`config.mk`:
```
export PLATFORM = sky130hd
export DESIGN_NAME = histogram_controller_flat
export DESIGN_NICKNAME = d
export VERILOG_FILES = /design/src/rtl/histogram_controller_if.sv /design/src/rtl/histogram_controller.sv /design/src/flat_wrapper.sv
export SDC_FILE = /design/constraint.sdc
export NUM_CORES = 1
export LEC_CHECK = 0
export CELL_PAD_IN_SITES_DETAIL_PLACEMENT = 0
export CELL_PAD_IN_SITES_GLOBAL_PLACEMENT = 1
export CORE_UTILIZATION = 50
export DETAILED_ROUTE_END_ITERATION = 7
export DONT_BUFFER_PORTS = 1
export GPL_TIMING_DRIVEN = 0
export MAX_ROUTING_LAYER = met4
export PLACE_DENSITY_LB_ADDON = 0.1
export SLEW_MARGIN = 10
export SYNTH_ARGS = -nofsm -noshare
export SYNTH_HDL_FRONTEND = slang
export SYNTH_SLANG_ARGS = --single-unit
```
`constraint.sdc`:
```
create_clock -name clock -period 10.4 [get_ports clock]
set_clock_uncertainty 0.15 [all_clocks]
set_input_delay 1.56 -clock clock [delete_from_list [all_inputs] [get_ports clock]]
set_output_delay 1.56 -clock clock [all_outputs]
set_load 0.005 [all_outputs]
```
`src/rtl/histogram_controller_if.sv`:
```
// Sample-in and result-out handshake bundle
// for the histogram readout controller.
interface histogram_controller_if;
  logic        in_valid;
  logic [7:0]  in_data;
  logic        in_ready;
  logic        out_valid;
  logic        out_ready;
  logic [2:0]  out_bin;
  logic [15:0] out_count;

  modport slave (
    input  in_valid, in_data, out_ready,
    output in_ready, out_valid, out_bin,
    output out_count
  );

  modport master (
    output in_valid, in_data, out_ready,
    input  in_ready, out_valid, out_bin,
    input  out_count
  );
endinterface

```
`src/rtl/histogram_controller.sv`:
```
// Distributes samples over four histogram lanes,
// then reads back the summed bins and clears lanes.
module histogram_controller (
  input  logic        clock,
  input  logic        reset,
  input  logic        frame_end,
  histogram_controller_if.slave hist,
  output logic [3:0]  lane_enable,
  output logic [7:0]  lane_data,
  output logic [2:0]  lane_addr,
  output logic        lane_clear,
  input  logic [13:0] lane_hist0,
  input  logic [13:0] lane_hist1,
  input  logic [13:0] lane_hist2,
  input  logic [13:0] lane_hist3,
  output logic        busy
);

  typedef enum logic [2:0] {
    ACCEPT,
    DRAIN,
    ADDR,
    WAIT,
    OUTPUT,
    CLEAR
  } state_t;

  state_t      state;
  logic [1:0]  ptr;
  logic [2:0]  bin;
  logic        in_ready_q;
  logic        out_valid_q;
  logic [2:0]  out_bin_q;
  logic [15:0] out_count_q;
  logic [15:0] sum;
  logic        accept;

  assign sum = 16'(lane_hist0)
             + 16'(lane_hist1)
             + 16'(lane_hist2)
             + 16'(lane_hist3);

  assign accept = hist.in_valid & in_ready_q;

  assign hist.in_ready  = in_ready_q;
  assign hist.out_valid = out_valid_q;
  assign hist.out_bin   = out_bin_q;
  assign hist.out_count = out_count_q;

  always_ff @(posedge clock) begin
    if (reset) begin
      state       <= ACCEPT;
      ptr         <= '0;
      bin         <= '0;
      lane_enable <= '0;
      lane_data   <= '0;
      lane_addr   <= '0;
      lane_clear  <= 1'b1;
      in_ready_q  <= 1'b0;
      busy        <= 1'b0;
      out_valid_q <= 1'b0;
      out_bin_q   <= '0;
      out_count_q <= '0;
    end else begin
      lane_enable <= '0;
      unique case (state)
        ACCEPT: begin
          lane_clear <= 1'b0;
          if (accept) begin
            lane_enable <= 4'b0001 << ptr;
            lane_data   <= hist.in_data;
            ptr         <= ptr + 2'd1;
          end
          // in_ready_q is low only in the
          // first cycle out of reset
          if (frame_end && in_ready_q) begin
            state      <= DRAIN;
            in_ready_q <= 1'b0;
            busy       <= 1'b1;
          end else begin
            in_ready_q <= 1'b1;
          end
        end
        DRAIN: begin
          bin   <= '0;
          state <= ADDR;
        end
        ADDR: begin
          lane_addr <= bin;
          state     <= WAIT;
        end
        WAIT: begin
          out_count_q <= sum;
          out_bin_q   <= bin;
          out_valid_q <= 1'b1;
          state       <= OUTPUT;
        end
        OUTPUT: begin
          if (hist.out_ready) begin
            out_valid_q <= 1'b0;
            if (bin == 3'd7) begin
              state      <= CLEAR;
              lane_clear <= 1'b1;
            end else begin
              bin   <= bin + 3'd1;
              state <= ADDR;
            end
          end
        end
        CLEAR: begin
          lane_clear <= 1'b0;
          ptr        <= '0;
          bin        <= '0;
          in_ready_q <= 1'b1;
          busy       <= 1'b0;
          state      <= ACCEPT;
        end
        default: begin
          state <= ACCEPT;
        end
      endcase
    end
  end

endmodule

```
`src/flat_wrapper.sv`:
```
// flat-port wrapper written by rule: the top's interface ports become plain ports
module histogram_controller_flat 
  (clock, reset, frame_end, lane_enable, lane_data, lane_addr, lane_clear, lane_hist0, lane_hist1, lane_hist2, lane_hist3, busy, hist_in_valid, hist_in_data, hist_out_ready, hist_in_ready, hist_out_valid, hist_out_bin, hist_out_count);
  histogram_controller_if hist_i ();
  input  logic clock;
  input  logic reset;
  input  logic frame_end;
  output logic [3:0] lane_enable;
  output logic [7:0] lane_data;
  output logic [2:0] lane_addr;
  output logic lane_clear;
  input  logic [13:0] lane_hist0;
  input  logic [13:0] lane_hist1;
  input  logic [13:0] lane_hist2;
  input  logic [13:0] lane_hist3;
  output logic busy;
  input wire logic [$bits(hist_i.in_valid)-1:0] hist_in_valid;
  input wire logic [$bits(hist_i.in_data)-1:0] hist_in_data;
  input wire logic [$bits(hist_i.out_ready)-1:0] hist_out_ready;
  output wire logic [$bits(hist_i.in_ready)-1:0] hist_in_ready;
  output wire logic [$bits(hist_i.out_valid)-1:0] hist_out_valid;
  output wire logic [$bits(hist_i.out_bin)-1:0] hist_out_bin;
  output wire logic [$bits(hist_i.out_count)-1:0] hist_out_count;
  assign hist_i.in_valid = hist_in_valid;
  assign hist_i.in_data = hist_in_data;
  assign hist_i.out_ready = hist_out_ready;
  assign hist_in_ready = hist_i.in_ready;
  assign hist_out_valid = hist_i.out_valid;
  assign hist_out_bin = hist_i.out_bin;
  assign hist_out_count = hist_i.out_count;
  histogram_controller u_core (.clock(clock), .reset(reset), .frame_end(frame_end), .hist(hist_i), .lane_enable(lane_enable), .lane_data(lane_data), .lane_addr(lane_addr), .lane_clear(lane_clear), .lane_hist0(lane_hist0), .lane_hist1(lane_hist1), .lane_hist2(lane_hist2), .lane_hist3(lane_hist3), .busy(busy));
endmodule
```
Pin map:
(6 px per um) Pins as bars across the die edge, other pins in gray.
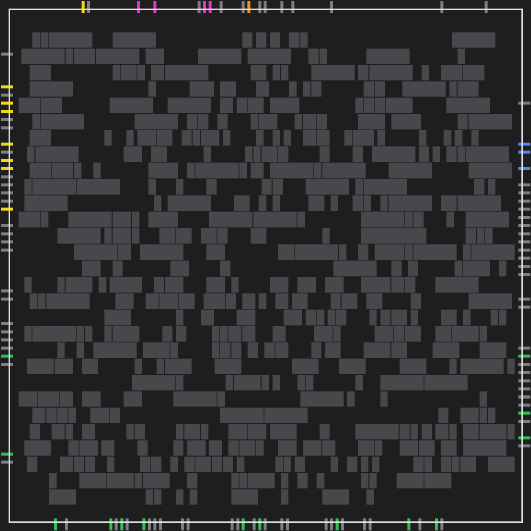
color	port	pins	direction	edge
green	lane_hist1	14	input	9 bottom, 3 right, 2 left
magenta	lane_enable	4	output	top
blue	hist_out_bin	3	output	right
orange	hist_in_valid	1	input	top
yellow	hist_in_data	8	input	7 left, 1 top
all pins by edge	30 left, 30 right, 30 bottom, 17 top
Die H: 85.2 um
Die Wd: 85.2 um
Port Buf Inserts: 0

Routed metal per tile:
(4 px per um) 17 x 17 tiles, from dark blue (low) to red (high), scaled to the fullest tile. Values are wire area over tile area, all layers added.
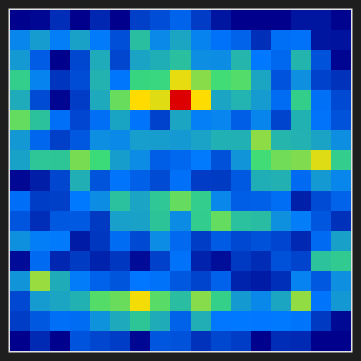
fullest tile	0.61
nearly empty tiles	6.6%
tiles over half the peak	8.7%
mean over tiles	0.16
densest ninth of the die	top center

Signal wires on met3:
(6 px per um)
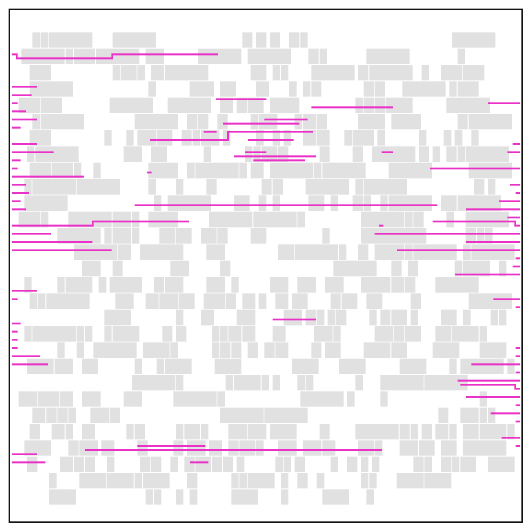
main direction	horizontal
longest straight run	50.1 um
wire length on this layer	569 um

==> impl_metrics.json <==
{
  "buffers": 18,
  "status": "finished, final reports clean",
  "nClkBuffers": 7,
  "startpoint": "lane_hist0[0]",
  "seq_area_frac_synth_pct": 26.6,
  "taps": 77,
  "yosysMostFrequentCell": "inv_1",
  "tritoncts": "built",
  "crit_chain": "ha_1, inv_1, fa_1, nor2b_1, o31a_1, o31ai_2, o21ai_1, o311a_1, fa_1, inv_1, ha_1, and2_1, and3_1, a221oi_1, o31a_1, xnor2_1, a22o_1",
  "nFillCells": 644,
  "grtUsageMet2_pct": 32.1,
  "vdd.ir_drop.worst_v": 0.0000685,
  "ys.flops": 46,
  "path_clk_slew_ps": 80,
  "drc": 0,
  "crit_family": "AND-OR/OR-AND gates",
  "postLayoutSetupSlackWorst_ps": 5120,
  "grt_first_pass_wirelength_um": 11800,
  "fmax_mhz": 189,
  "cp_num_cells": 17,
  "swShare_pct": 36.4,
  "finalCoreUtilization_pct": 56.1,
  "nMultiInputCombCells": 309,
  "comb_power_share_pct": 44.6,
  "nets": 550,
  "lay_top_count": "inv_1",
  "seq_share_pct": 25.1,
  "rrSetupSlack_ps": 8240,
  "end_kind": "flop",
  "holdWs_ps": 323,
  "yosys_area_um2": 3460,
  "simple_gate_share_pct": 17.4,
  "setup_violations": 0
}
